**Cell area per tile**

Scale bar: 10 µm. 9 x 10 tiles, from dark blue (low) to red (high), 0 to 100% covered.
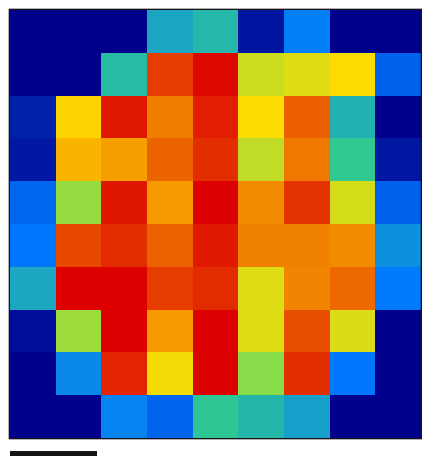
**Sizing map**

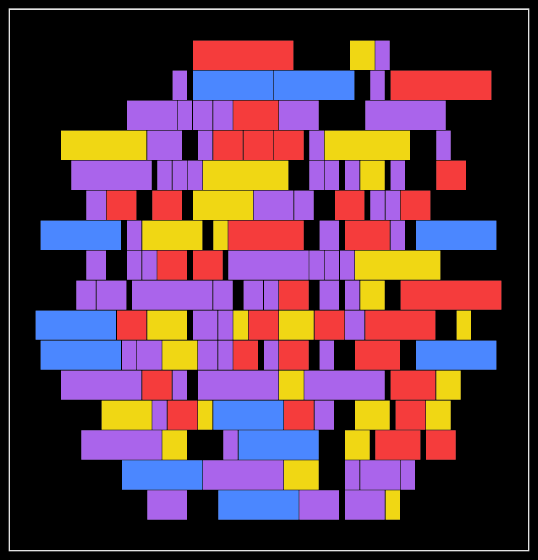
**Routing congestion**

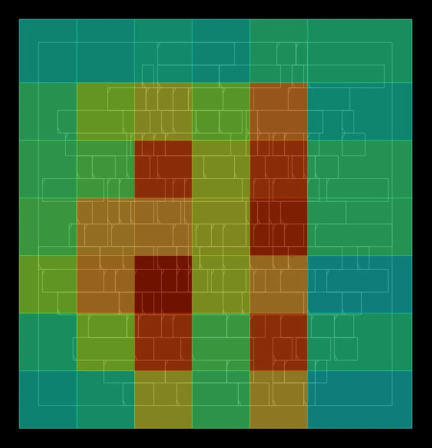
## src/rtl/ika9958_vram_slot_arb_pkg.sv

```systemverilog
// Shared owner encoding, slot phase constants and arbiter defaults for the
// VRAM slot arbiter.
package ika9958_vram_pkg;

  typedef enum logic [1:0] {
    OWN_IDLE = 2'd0,
    OWN_DISP = 2'd1,
    OWN_CPU  = 2'd2,
    OWN_CMD  = 2'd3
  } owner_e;

  localparam logic [1:0] PH_ADDR = 2'd0;
  localparam logic [1:0] PH_WAIT = 2'd1;
  localparam logic [1:0] PH_DATA = 2'd2;
  localparam logic [1:0] PH_ACK  = 2'd3;

  localparam int unsigned AGE_MAX_DEFAULT = 3;

endpackage

```

## src/rtl/ika9958_vram_slot_arb_if.sv

```systemverilog
// Request / grant / strobe bundle between the VRAM requesters and the slot
// arbiter.
interface ika9958_vram_slot_arb_if;

  logic       i_DISP_REQ;
  logic       i_CPU_REQ;
  logic       i_CMD_REQ;
  logic [1:0] o_GNT;
  logic [1:0] o_PHASE;
  logic       o_ADDR_STB;
  logic       o_DATA_STB;
  logic       o_DISP_ACK;
  logic       o_CPU_ACK;
  logic       o_CMD_ACK;
  logic       o_CPU_AGED;

  modport slave (
    input  i_DISP_REQ, i_CPU_REQ, i_CMD_REQ,
    output o_GNT, o_PHASE, o_ADDR_STB, o_DATA_STB,
    output o_DISP_ACK, o_CPU_ACK, o_CMD_ACK, o_CPU_AGED
  );

  modport master (
    output i_DISP_REQ, i_CPU_REQ, i_CMD_REQ,
    input  o_GNT, o_PHASE, o_ADDR_STB, o_DATA_STB,
    input  o_DISP_ACK, o_CPU_ACK, o_CMD_ACK, o_CPU_AGED
  );

endinterface

```

## src/rtl/ika9958_vram_slot_arb_phase.sv

```systemverilog
// Slot phase counter with address/data strobes and the per-owner completion
// ack, driven by the arbiter's decision and current grant.
module ika9958_vram_slot_phase
  import ika9958_vram_pkg::*;
(
  input  logic       i_phiA,
  input  logic       i_RST,
  input  logic       i_ce,
  input  logic       i_dec,
  input  owner_e     i_win,
  input  owner_e     i_gnt,
  output logic [1:0] o_PHASE,
  output logic       o_ADDR_STB,
  output logic       o_DATA_STB,
  output logic       o_DISP_ACK,
  output logic       o_CPU_ACK,
  output logic       o_CMD_ACK
);

  always_ff @(posedge i_phiA) begin
    if (i_RST) begin
      o_PHASE    <= PH_ACK;
      o_ADDR_STB <= 1'b0;
      o_DATA_STB <= 1'b0;
      o_DISP_ACK <= 1'b0;
      o_CPU_ACK  <= 1'b0;
      o_CMD_ACK  <= 1'b0;
    end else if (i_ce) begin
      if (i_dec) begin
        // A decision restarts the slot from any phase; a truncated slot
        // therefore never reaches its ack.
        o_PHASE    <= PH_ADDR;
        o_ADDR_STB <= (i_win != OWN_IDLE);
        o_DATA_STB <= 1'b0;
        o_DISP_ACK <= 1'b0;
        o_CPU_ACK  <= 1'b0;
        o_CMD_ACK  <= 1'b0;
      end else begin
        if (o_PHASE != PH_ACK)
          o_PHASE <= o_PHASE + 2'd1;
        case (o_PHASE)
          PH_ADDR: o_ADDR_STB <= 1'b0;
          PH_WAIT: o_DATA_STB <= (i_gnt != OWN_IDLE);
          PH_DATA: begin
            o_DATA_STB <= 1'b0;
            o_DISP_ACK <= (i_gnt == OWN_DISP);
            o_CPU_ACK  <= (i_gnt == OWN_CPU);
            o_CMD_ACK  <= (i_gnt == OWN_CMD);
          end
          default: begin
            o_DISP_ACK <= 1'b0;
            o_CPU_ACK  <= 1'b0;
            o_CMD_ACK  <= 1'b0;
          end
        endcase
      end
    end
  end

endmodule

```

## src/rtl/ika9958_vram_slot_arb.sv

```systemverilog
// VRAM slot arbiter: picks one of display / CPU / command engine per DLCLK
// slot using fixed display priority, CPU/CMD round-robin and CPU aging.
module ika9958_vram_slot_arb
  import ika9958_vram_pkg::*;
#(
  parameter int unsigned AGE_MAX = AGE_MAX_DEFAULT,
  parameter int unsigned AGE_W   = 3
) (
  input  logic                     i_phiA,
  input  logic                     i_RST,
  input  logic                     i_phiA_NCEN,
  input  logic                     i_phiL_PCEN,
  ika9958_vram_slot_arb_if.slave   bus
);

  owner_e             gnt_q;
  owner_e             win;
  logic               rr_q;
  logic [AGE_W-1:0]   age_q;
  logic               dec;
  logic               cpu_eff;
  logic               cmd_eff;
  logic               aged;

  assign dec     = i_phiA_NCEN & i_phiL_PCEN;
  // A requester whose ack is still high must not win the overlapping decision.
  assign cpu_eff = bus.i_CPU_REQ & ~bus.o_CPU_ACK;
  assign cmd_eff = bus.i_CMD_REQ & ~bus.o_CMD_ACK;
  assign aged    = (age_q == AGE_W'(AGE_MAX));

  always_comb begin
    win = OWN_IDLE;
    if (bus.i_DISP_REQ)
      win = OWN_DISP;
    else if (cpu_eff && (aged || !cmd_eff || !rr_q))
      win = OWN_CPU;
    else if (cmd_eff)
      win = OWN_CMD;
  end

  always_ff @(posedge i_phiA) begin
    if (i_RST) begin
      gnt_q <= OWN_IDLE;
      rr_q  <= 1'b0;
      age_q <= '0;
    end else if (dec) begin
      gnt_q <= win;
      if (win == OWN_CPU)
        rr_q <= 1'b1;
      else if (win == OWN_CMD)
        rr_q <= 1'b0;
      if (win == OWN_CPU || !cpu_eff)
        age_q <= '0;
      else if (!aged)
        age_q <= age_q + 1'b1;
    end
  end

  assign bus.o_GNT      = gnt_q;
  assign bus.o_CPU_AGED = aged;

  ika9958_vram_slot_phase u_phase (
    .i_phiA     (i_phiA),
    .i_RST      (i_RST),
    .i_ce       (i_phiA_NCEN),
    .i_dec      (dec),
    .i_win      (win),
    .i_gnt      (gnt_q),
    .o_PHASE    (bus.o_PHASE),
    .o_ADDR_STB (bus.o_ADDR_STB),
    .o_DATA_STB (bus.o_DATA_STB),
    .o_DISP_ACK (bus.o_DISP_ACK),
    .o_CPU_ACK  (bus.o_CPU_ACK),
    .o_CMD_ACK  (bus.o_CMD_ACK)
  );

endmodule

```

## src/flat_wrapper.sv

```systemverilog
// flat-port wrapper written by rule: the top's interface ports become plain ports
module ika9958_vram_slot_arb_flat import ika9958_vram_pkg::*;
#(
  parameter int unsigned AGE_MAX = AGE_MAX_DEFAULT,
  parameter int unsigned AGE_W   = 3
)
  (i_phiA, i_RST, i_phiA_NCEN, i_phiL_PCEN, bus_i_DISP_REQ, bus_i_CPU_REQ, bus_i_CMD_REQ, bus_o_GNT, bus_o_PHASE, bus_o_ADDR_STB, bus_o_DATA_STB, bus_o_DISP_ACK, bus_o_CPU_ACK, bus_o_CMD_ACK, bus_o_CPU_AGED);
  ika9958_vram_slot_arb_if bus_i ();
  input  logic i_phiA;
  input  logic i_RST;
  input  logic i_phiA_NCEN;
  input  logic i_phiL_PCEN;
  input wire logic [$bits(bus_i.i_DISP_REQ)-1:0] bus_i_DISP_REQ;
  input wire logic [$bits(bus_i.i_CPU_REQ)-1:0] bus_i_CPU_REQ;
  input wire logic [$bits(bus_i.i_CMD_REQ)-1:0] bus_i_CMD_REQ;
  output wire logic [$bits(bus_i.o_GNT)-1:0] bus_o_GNT;
  output wire logic [$bits(bus_i.o_PHASE)-1:0] bus_o_PHASE;
  output wire logic [$bits(bus_i.o_ADDR_STB)-1:0] bus_o_ADDR_STB;
  output wire logic [$bits(bus_i.o_DATA_STB)-1:0] bus_o_DATA_STB;
  output wire logic [$bits(bus_i.o_DISP_ACK)-1:0] bus_o_DISP_ACK;
  output wire logic [$bits(bus_i.o_CPU_ACK)-1:0] bus_o_CPU_ACK;
  output wire logic [$bits(bus_i.o_CMD_ACK)-1:0] bus_o_CMD_ACK;
  output wire logic [$bits(bus_i.o_CPU_AGED)-1:0] bus_o_CPU_AGED;
  assign bus_i.i_DISP_REQ = bus_i_DISP_REQ;
  assign bus_i.i_CPU_REQ = bus_i_CPU_REQ;
  assign bus_i.i_CMD_REQ = bus_i_CMD_REQ;
  assign bus_o_GNT = bus_i.o_GNT;
  assign bus_o_PHASE = bus_i.o_PHASE;
  assign bus_o_ADDR_STB = bus_i.o_ADDR_STB;
  assign bus_o_DATA_STB = bus_i.o_DATA_STB;
  assign bus_o_DISP_ACK = bus_i.o_DISP_ACK;
  assign bus_o_CPU_ACK = bus_i.o_CPU_ACK;
  assign bus_o_CMD_ACK = bus_i.o_CMD_ACK;
  assign bus_o_CPU_AGED = bus_i.o_CPU_AGED;
  ika9958_vram_slot_arb #(.AGE_MAX(AGE_MAX), .AGE_W(AGE_W)) u_core (.i_phiA(i_phiA), .i_RST(i_RST), .i_phiA_NCEN(i_phiA_NCEN), .i_phiL_PCEN(i_phiL_PCEN), .bus(bus_i));
endmodule
```

## config.mk

```make
export PLATFORM = sky130hd
export DESIGN_NAME = ika9958_vram_slot_arb_flat
export DESIGN_NICKNAME = d
export VERILOG_FILES = /design/src/rtl/ika9958_vram_slot_arb_pkg.sv /design/src/rtl/ika9958_vram_slot_arb_if.sv /design/src/rtl/ika9958_vram_slot_arb_phase.sv /design/src/rtl/ika9958_vram_slot_arb.sv /design/src/flat_wrapper.sv
export SDC_FILE = /design/constraint.sdc
export NUM_CORES = 1
export LEC_CHECK = 0
export ABC_AREA = 1
export CAP_MARGIN = 20
export CORE_AREA = 2 2 45 47
export DETAILED_ROUTE_END_ITERATION = 10
export DIE_AREA = 0 0 47 49
export PLACE_DENSITY = 0.73
export REMOVE_ABC_BUFFERS = 1
export SLEW_MARGIN = 20
export SYNTH_ARGS = -nofsm -noshare
export SYNTH_HDL_FRONTEND = slang
export SYNTH_SLANG_ARGS = --single-unit
```

## constraint.sdc

```tcl
create_clock -name i_phiA -period 1.25 [get_ports i_phiA]
set_input_delay 0.125 -clock i_phiA [delete_from_list [all_inputs] [get_ports i_phiA]]
set_output_delay 0.125 -clock i_phiA [all_outputs]
set_load 0.05 [all_outputs]
```

==> results.toml <==
# generated from flow reports
[final_layout]
regMostFlops = "u_core.age_q"
antennaDiodeCount = 0
drive_gt1_share_pct = 49.6
seq_share_pct = 20.5
most-common-layout-cells = "17 x sky130_fd_sc_hd__buf_4, 14 x sky130_fd_sc_hd__nand2_1, 11 x sky130_fd_sc_hd__nor2_1, 10 x sky130_fd_sc_hd__buf_12"
clock_cell_area_share_pct = 2.03
largest_class = "logic gates"
lay_top_count = "sky130_fd_sc_hd__buf_4"
comb_area_share_pct = 39.0
layout-area-overhead-vs-synth_pct = 72.8
stdcell_count = 162
numSequentialCells = 13
multi_input_comb_area_um2 = 505
layout.buffer.nonclock.area_share_pct = 30.0
inverters = 16
layout.clock_buffers = 4
largest_register_ff_count = 3
seq_area_um2 = 265

[clock_tree]
postCtsSetupBuffers = 1
cts_hold_buf = 0
ctsRootBufferMaster = "sky130_fd_sc_hd__clkbuf_4"
cts.clk_slew.worst_paths_ps = 80
cts_repair_resize_count = 17
clk_sink_count = 13
tritoncts_clock_tree = "yes"
cts-root-to-sink-buffers = 2

[critical_path]
critical-path-top-delay-family = "simple AND/OR/NAND/NOR gates"
timing.rr.end = "u_core.age_q[2]"
path_buffers = 1
path_class = "flop to flop"
end_kind = "flop"
critical_path.slowest_cell = "sky130_fd_sc_hd__dfxtp_2"
critical_path_required_ps = 1430
timing.critical_path.to = "u_core.age_q[2]"
cp_data_arrival_time_ps = 1550
setup_crit_start_kind = "flop"
cp_max_fo = 4
max_stage_delay_ps = 340
worst_r2r_startpoint = "u_core.age_q[0]"
worst-path-stages = 12
worst_r2r_path_depth = 12
path_cells = "ha_4, ha_4, inv_2, nand2_2, nand2_2, nand2_4, nand2_4, nand3_4, nand2_4, nand2_2, nand2_1, nor2_1"
crit_path_from = "u_core.age_q[0]"

[hold_path]
worstHoldEndpoint = "u_core.u_phase.o_ADDR_STB"
hold_path.startpoint = "u_core.u_phase.o_ADDR_STB"
holdCritPathClass = "flop to flop"

[place]
i_o_buffers = 16
dpl_cell_area_um2 = 1160
place_hpwl_um = 1330
gpl.final_weighted_congestion = 0.830
numPlacedInstances = 156

[sta]
timing.max_slew.rel_slack_pct = 81.2
fin_setup_tns_ps = -562
whs_ps = 523
setup-violations-final = 7
fmax_ghz = 0.730
timing.final.ws_setup_ps = -121
min_period_ps = 1370
rsz_0062_raised_after_global_routing = "yes"
tightestPinTransition_ps = 281
final-hold-violation-count = 0
clock_skew_ps = 7.14

[run]
count_of_tool_warnings = 30

[synthesis]
syn-instance-count = 98
synthesis.area_per_instance_um2 = 7.65
synth_cell_types = 24
synth_area_um2 = 749
flop_cell = "sky130_fd_sc_hd__dfxtp_1"
fa_ha_area_share_pct = 10.0
async_reset_ff_share_pct = 0
synth-cells-yosys = 98
yosys.area.top_type_share_pct = 34.7
yosys.stat.chipArea_um2 = 749
post_synth_mux_area_share_pct = 0
topCellsByArea = "sky130_fd_sc_hd__dfxtp_1 35%, sky130_fd_sc_hd__ha_1 10%, sky130_fd_sc_hd__nand2_1 9.0%, sky130_fd_sc_hd__nor2_1 6.5%, sky130_fd_sc_hd__inv_1 6.0%"
yosys-dominant-comb-family = "simple AND/OR/NAND/NOR gates"
synthMostInstantiatedCell = "sky130_fd_sc_hd__nand2_1"
yosys_warnings = 0
ys_ff = 13
post_synthesis_share_of_cell_area_spent_on_xor_and_xnor_gates_pct = 0

[status]
failed_checks = "setup timing"
outcome = "complete, but fails checks"

[detailed_routing]
route.met2.wl_um = 1060
dr_vias_cell = 4.81
detailroute.wirelength.met3_um = 55
route.top_layer_used = "met4"
drt.antenna.violating_nets = 0
routedLengthMet1_um = 728
detail_route.iter0.violations = 12

[power]
p_per_area_nw_per_um2 = 902
seq_cell_power_uw = 470
pwr-share-seq_pct = 40.2
power.largest_group = "sequential cells"
total_switching_power_uw = 390
p_sw_share_pct = 33.4
vdd.ir_drop.worst_uv = 789
cellLeakagePower_nw = 0.565
intPower_uw = 777
post-layout-total-power_mw = 1.17

[grt]
pin_count_of_the_biggest_net_entering_global_routing = 8
antenna_violations_before_repair = 0
grt-ovfl-total = 0
grt_pass1_vias = 808
global_route.usage.total_pct = 18.7
grt_first_pass_wirelength_um = 3220
top_usage_layer = "met2"

[die]
num_tap_cells = 27
core_um2 = 1840
die_h_um = 49
dieWidth_um = 47
dieArea_um2 = 2300
row_count = 16
ios = 17
About 'cell area per tile':
tiles over 75% full: 41%
nearly empty tiles: 17%
emptiest ninth of the die: top left
floorplan core density: 40.7%
Layout Utilization: 70.3%

About 'sizing map':
legend:
  red:
    size: x3 and x4
    cells: 31
    most_used: buf_4
  blue:
    size: x6 and larger
    cells: 11
    most_used: buf_12
  purple:
    size: x1 and smaller
    cells: 68
    most_used: nand2_1
  yellow:
    size: x2
    cells: 25
worst path setup slack after routing: -121 ps
final instance area: 1290 µm²
non-clock buffer instance count of the final layout: 33

About 'routing congestion':
met2 Track Usage GR: 34.0%
Global Route met3 Usage: 3.70%
met1 capacity usage during global routing: 20.0%
average detailed-routed wire length per instance: 11.5 µm

No activity file was given, so power comes from the tool's default toggle rates.
